$ cat config.mk
export PLATFORM = sky130hd
export DESIGN_NAME = uart_word_tx
export DESIGN_NICKNAME = d
export VERILOG_FILES = /design/src/rtl/uart_word_tx.sv
export SDC_FILE = /design/constraint.sdc
export NUM_CORES = 1
export LEC_CHECK = 0
export CAP_MARGIN = 0
export CORE_AREA = 3 3 69 71
export CTS_CLUSTER_DIAMETER = 40
export DETAILED_ROUTE_END_ITERATION = 10
export DIE_AREA = 0 0 72 74
export PLACE_DENSITY = 0.91
export SLEW_MARGIN = 20
export SYNTH_ARGS = -nofsm -noshare
export SYNTH_HDL_FRONTEND = slang
export SYNTH_SLANG_ARGS = --single-unit
$ cat constraint.sdc
create_clock -name clk -period 6.8 [get_ports clk]
set_clock_uncertainty 0.1 [all_clocks]
set_input_delay 1.36 -clock clk [delete_from_list [all_inputs] [get_ports clk]]
set_output_delay 1.36 -clock clk [all_outputs]
set_load 0.01 [all_outputs]
$ cat src/rtl/uart_word_tx.sv
// uart_word_tx: sends a DATA_W-bit word as DATA_W/8 UART frames, least-significant byte first.
// Each frame is a start bit, 8 data bits (LSB first), an optional parity bit and 1 or 2 stop bits.
// All outputs are registered: they are computed from the next-state values.
module uart_word_tx #(
  parameter int unsigned DATA_W       = 32,
  parameter int unsigned CLKS_PER_BIT = 4,
  parameter int unsigned PARITY_EN    = 0,
  parameter int unsigned PARITY_ODD   = 0,
  parameter int unsigned STOP_BITS    = 1
) (
  input  logic              clk,
  input  logic              rst,
  input  logic              TxD_start,
  input  logic [DATA_W-1:0] dataIn,
  output logic              busy,
  output logic              dataOver,
  output logic              dataOut
);

  localparam int unsigned NumBytes = DATA_W / 8;
  localparam int unsigned TickW    = $clog2(STOP_BITS * CLKS_PER_BIT + 1);
  localparam int unsigned ByteW    = $clog2(NumBytes + 1);

  localparam logic [TickW-1:0] BitEnd   = TickW'(CLKS_PER_BIT - 1);
  localparam logic [TickW-1:0] StopEnd  = TickW'(STOP_BITS * CLKS_PER_BIT - 1);
  localparam logic [ByteW-1:0] LastByte = ByteW'(NumBytes - 1);
  localparam logic             OddBit   = (PARITY_ODD != 0);

  typedef enum logic [2:0] {
    StIdle,
    StStart,
    StData,
    StParity,
    StStop,
    StDone
  } state_e;

  state_e            r_state, w_state_nxt;
  logic [TickW-1:0]  r_tick, w_tick_nxt;
  logic [2:0]        r_bit, w_bit_nxt;
  logic [ByteW-1:0]  r_byte, w_byte_nxt;
  // Current byte always sits in the low 8 bits; it shifts down by a byte per frame.
  logic [DATA_W-1:0] r_shift, w_shift_nxt;

  logic r_busy, r_over, r_line;
  logic w_busy_nxt, w_over_nxt, w_line_nxt;

  // State, counters, shift register and output registers.
  always_ff @(posedge clk or posedge rst) begin
    if (rst) begin
      r_state <= StIdle;
      r_tick  <= '0;
      r_bit   <= '0;
      r_byte  <= '0;
      r_shift <= '0;
      r_busy  <= 1'b0;
      r_over  <= 1'b0;
      r_line  <= 1'b1;
    end else begin
      r_state <= w_state_nxt;
      r_tick  <= w_tick_nxt;
      r_bit   <= w_bit_nxt;
      r_byte  <= w_byte_nxt;
      r_shift <= w_shift_nxt;
      r_busy  <= w_busy_nxt;
      r_over  <= w_over_nxt;
      r_line  <= w_line_nxt;
    end
  end

  // Next-state logic: tick counter paces each bit; bit and byte counters walk the frame and word.
  always_comb begin
    w_state_nxt = r_state;
    w_tick_nxt  = r_tick;
    w_bit_nxt   = r_bit;
    w_byte_nxt  = r_byte;
    w_shift_nxt = r_shift;
    unique case (r_state)
      StIdle: begin
        if (TxD_start) begin
          w_shift_nxt = dataIn;
          w_byte_nxt  = '0;
          w_bit_nxt   = '0;
          w_tick_nxt  = '0;
          w_state_nxt = StStart;
        end
      end
      StStart: begin
        if (r_tick == BitEnd) begin
          w_tick_nxt  = '0;
          w_bit_nxt   = '0;
          w_state_nxt = StData;
        end else begin
          w_tick_nxt = r_tick + 1'b1;
        end
      end
      StData: begin
        if (r_tick == BitEnd) begin
          w_tick_nxt = '0;
          if (r_bit == 3'd7) begin
            w_state_nxt = (PARITY_EN != 0) ? StParity : StStop;
          end else begin
            w_bit_nxt = r_bit + 1'b1;
          end
        end else begin
          w_tick_nxt = r_tick + 1'b1;
        end
      end
      StParity: begin
        if (r_tick == BitEnd) begin
          w_tick_nxt  = '0;
          w_state_nxt = StStop;
        end else begin
          w_tick_nxt = r_tick + 1'b1;
        end
      end
      StStop: begin
        if (r_tick == StopEnd) begin
          w_tick_nxt = '0;
          if (r_byte < LastByte) begin
            w_byte_nxt  = r_byte + 1'b1;
            w_shift_nxt = r_shift >> 8;
            w_state_nxt = StStart;
          end else begin
            w_state_nxt = StDone;
          end
        end else begin
          w_tick_nxt = r_tick + 1'b1;
        end
      end
      StDone: begin
        w_state_nxt = StIdle;
      end
      default: begin
        w_state_nxt = StIdle;
      end
    endcase
  end

  // Output values for the state being entered, so the outputs come straight from flops.
  always_comb begin
    w_busy_nxt = 1'b0;
    w_over_nxt = 1'b0;
    w_line_nxt = 1'b1;
    unique case (w_state_nxt)
      StStart: begin
        w_busy_nxt = 1'b1;
        w_line_nxt = 1'b0;
      end
      StData: begin
        w_busy_nxt = 1'b1;
        w_line_nxt = w_shift_nxt[w_bit_nxt];
      end
      StParity: begin
        w_busy_nxt = 1'b1;
        w_line_nxt = (^w_shift_nxt[7:0]) ^ OddBit;
      end
      StStop: begin
        w_busy_nxt = 1'b1;
      end
      StDone: begin
        w_over_nxt = 1'b1;
      end
      default: begin
        w_line_nxt = 1'b1;
      end
    endcase
  end

  assign busy     = r_busy;
  assign dataOver = r_over;
  assign dataOut  = r_line;

endmodule
==> images/flops_by_reg.png <==
Scale: 4 px per um. Other sequential cells in the stronger grey, the rest of the logic in the fainter grey.
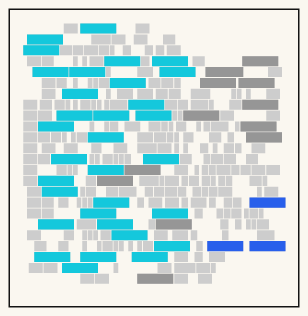
[r_shift] cyan | flops: 32
[r_tick] blue | flops: 3

==> images/io_fan.png <==
Scale: 4 px per um.
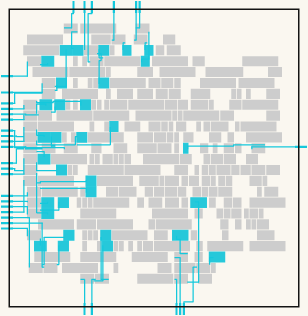
[dataIn] cyan | bits: 32 | direction: input | edge: 20 left, 6 top, 5 bottom, 1 right | end cells: 32 | buffers: 32 | wire: 526 um
number of input and output port buffers inserted: 37
I/O pin total: 38

==> images/clocks.png <==
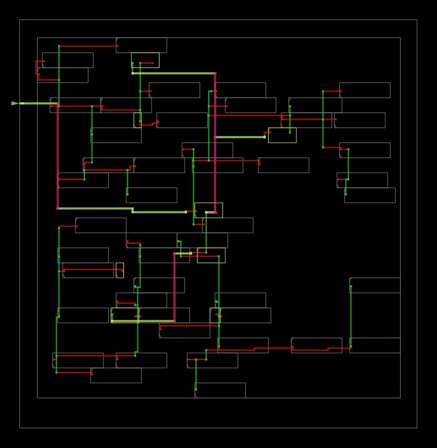
clock insertion delay at the later pin of the skew report: 0.30 ns
sequential cell count: 47
CTS sink cnt: 47

==> results.txt <==
Physical implementation status

The flow ran to the end, and the final reports show no timing, DRC or antenna violations. Detailed placement ended at an HPWL of 3.63 mm. For the worst min-delay path, the startpoint reported by OpenROAD is r_shift[20]. The arrival time at the worst endpoint stands at approximately 3.8 ns.

Yosys mapped a number of flops with a built-in enable equal to 0. For this design the ratio of total power to cell area is 416 nW/um2. The total count of max-transition violations in the final report stands at 0. The sequential cell area fraction in the yosys report stands at slightly below 50%. For this design the total switching power over the nets is 474 uW. The number of cells reported by Yosys stat comes to 240. The cell that appears most often on the critical path is sky130_fd_sc_hd__o211ai_1. STA classifies the critical path endpoint as a flop. The number of design-rule violations left by the first detailed-router iteration stands at 195. In this run the VDD rail shows a maximum IR drop of 0.204 mV. The mean post-synth cell area stands at approximately 10 um2.

The fraction of final cell area spent on non-clock buffers in this run is roughly 14%. The fraction of the mapped netlist area in compound gates stands at 23.9%. The cell area reported after detailed placement stands at between 2000 and 3000 um2. The launch point of the critical path was reported as TxD_start. The register with the most flip-flops in the final layout is r_shift.

After layout, the buffer instance count without clock buffers stands at 40. The internal power component stands at 727 uW. Once the floorplan was initialized, standard cells occupied 55.9% of the core. The transition at the pin with the smallest max-transition slack stands at ~0.94 ns. The total area of sequential cells stands at 1180 um2. The clock buffer instance count of the final layout stands at 7. Measured against its own limit, the worst slew margin works out to 36.9%.

Total global-route track usage over all layers is 21.4%. The count of cells in the finished layout, fillers not included, comes to 325. TritonRoute output was used to compute an average wire per cell of 16.2 um. After synthesis, the cell types taking the most area are sky130_fd_sc_hd__dfrtp_1 (48%), sky130_fd_sc_hd__nand2_1 (5.6%), sky130_fd_sc_hd__a22oi_1 (5.0%), sky130_fd_sc_hd__a22o_1 (3.3%), sky130_fd_sc_hd__a21oi_1 (2.5%). Of all the cell area in the finished design, the clock network holds 2.82%. The total overflow left after global routing is 0.

The die outline area stands at 5330 um2. The distinct cell type count after synthesis stands at ~55. The number of buffers created by CTS stands at 5. The maximum fanout encountered on the critical timing path stands at 12. Total power for the finished layout comes to around 1200 uW. Per the final layout report, the fraction of cells sized above drive strength 1 comes to 8.06%. The share of the synthesized area in the top cell type stands at between 40% and 50%. The biggest slice of the area belongs to flip-flops and latches. Of the available clock period, the critical path in the final layout requires 54.4%. The post-CTS setup buffer count stands at 0. Per the layout area report, the combinational gate area comes to approximately 1100 um2. Clock tree synthesis selected as its root buffer the cell sky130_fd_sc_hd__clkbuf_8.
## per-layer routing
layer  track usage [%]  vias to the layer above  wire length, um  share of wire (%)
li1                  -                      946                -                  -
met1              28.2                      951             2240                 43
met2              34.7                       76             2610                 50
met3              5.14                       11              315                6.0
met4              7.72                        0               89                1.7
met5                 0                        -                0                  0
## cells in the final DEF, fill, tap and decap left out, types with 2 or more instances in the layout
cell	count
sky130_fd_sc_hd__a211o_1	2
sky130_fd_sc_hd__a211oi_1	2
sky130_fd_sc_hd__a21oi_1	12
sky130_fd_sc_hd__a221o_1	3
sky130_fd_sc_hd__a22o_1	9
sky130_fd_sc_hd__a22oi_1	16
sky130_fd_sc_hd__a31oi_1	3
sky130_fd_sc_hd__buf_4	3
sky130_fd_sc_hd__clkbuf_1	2
sky130_fd_sc_hd__clkbuf_8	5
sky130_fd_sc_hd__clkdlybuf4s50_1	37
sky130_fd_sc_hd__dfrtp_1	46
sky130_fd_sc_hd__ha_1	3
sky130_fd_sc_hd__inv_1	9
sky130_fd_sc_hd__mux2i_1	2
sky130_fd_sc_hd__nand2_1	36
sky130_fd_sc_hd__nand2b_1	9
sky130_fd_sc_hd__nand3_1	2
sky130_fd_sc_hd__nor2_1	12
sky130_fd_sc_hd__nor2b_1	3
sky130_fd_sc_hd__nor3_1	2
sky130_fd_sc_hd__nor3_2	2
sky130_fd_sc_hd__nor4bb_1	2
sky130_fd_sc_hd__o211ai_1	2
sky130_fd_sc_hd__o21ai_0	7
sky130_fd_sc_hd__o221a_1	2
sky130_fd_sc_hd__o221a_2	2
sky130_fd_sc_hd__or4bb_1	3
sky130_fd_sc_hd__xnor2_1	4
sky130_fd_sc_hd__xor2_1	4
Power figures rest on the tool's default switching activity, not on a simulated workload.
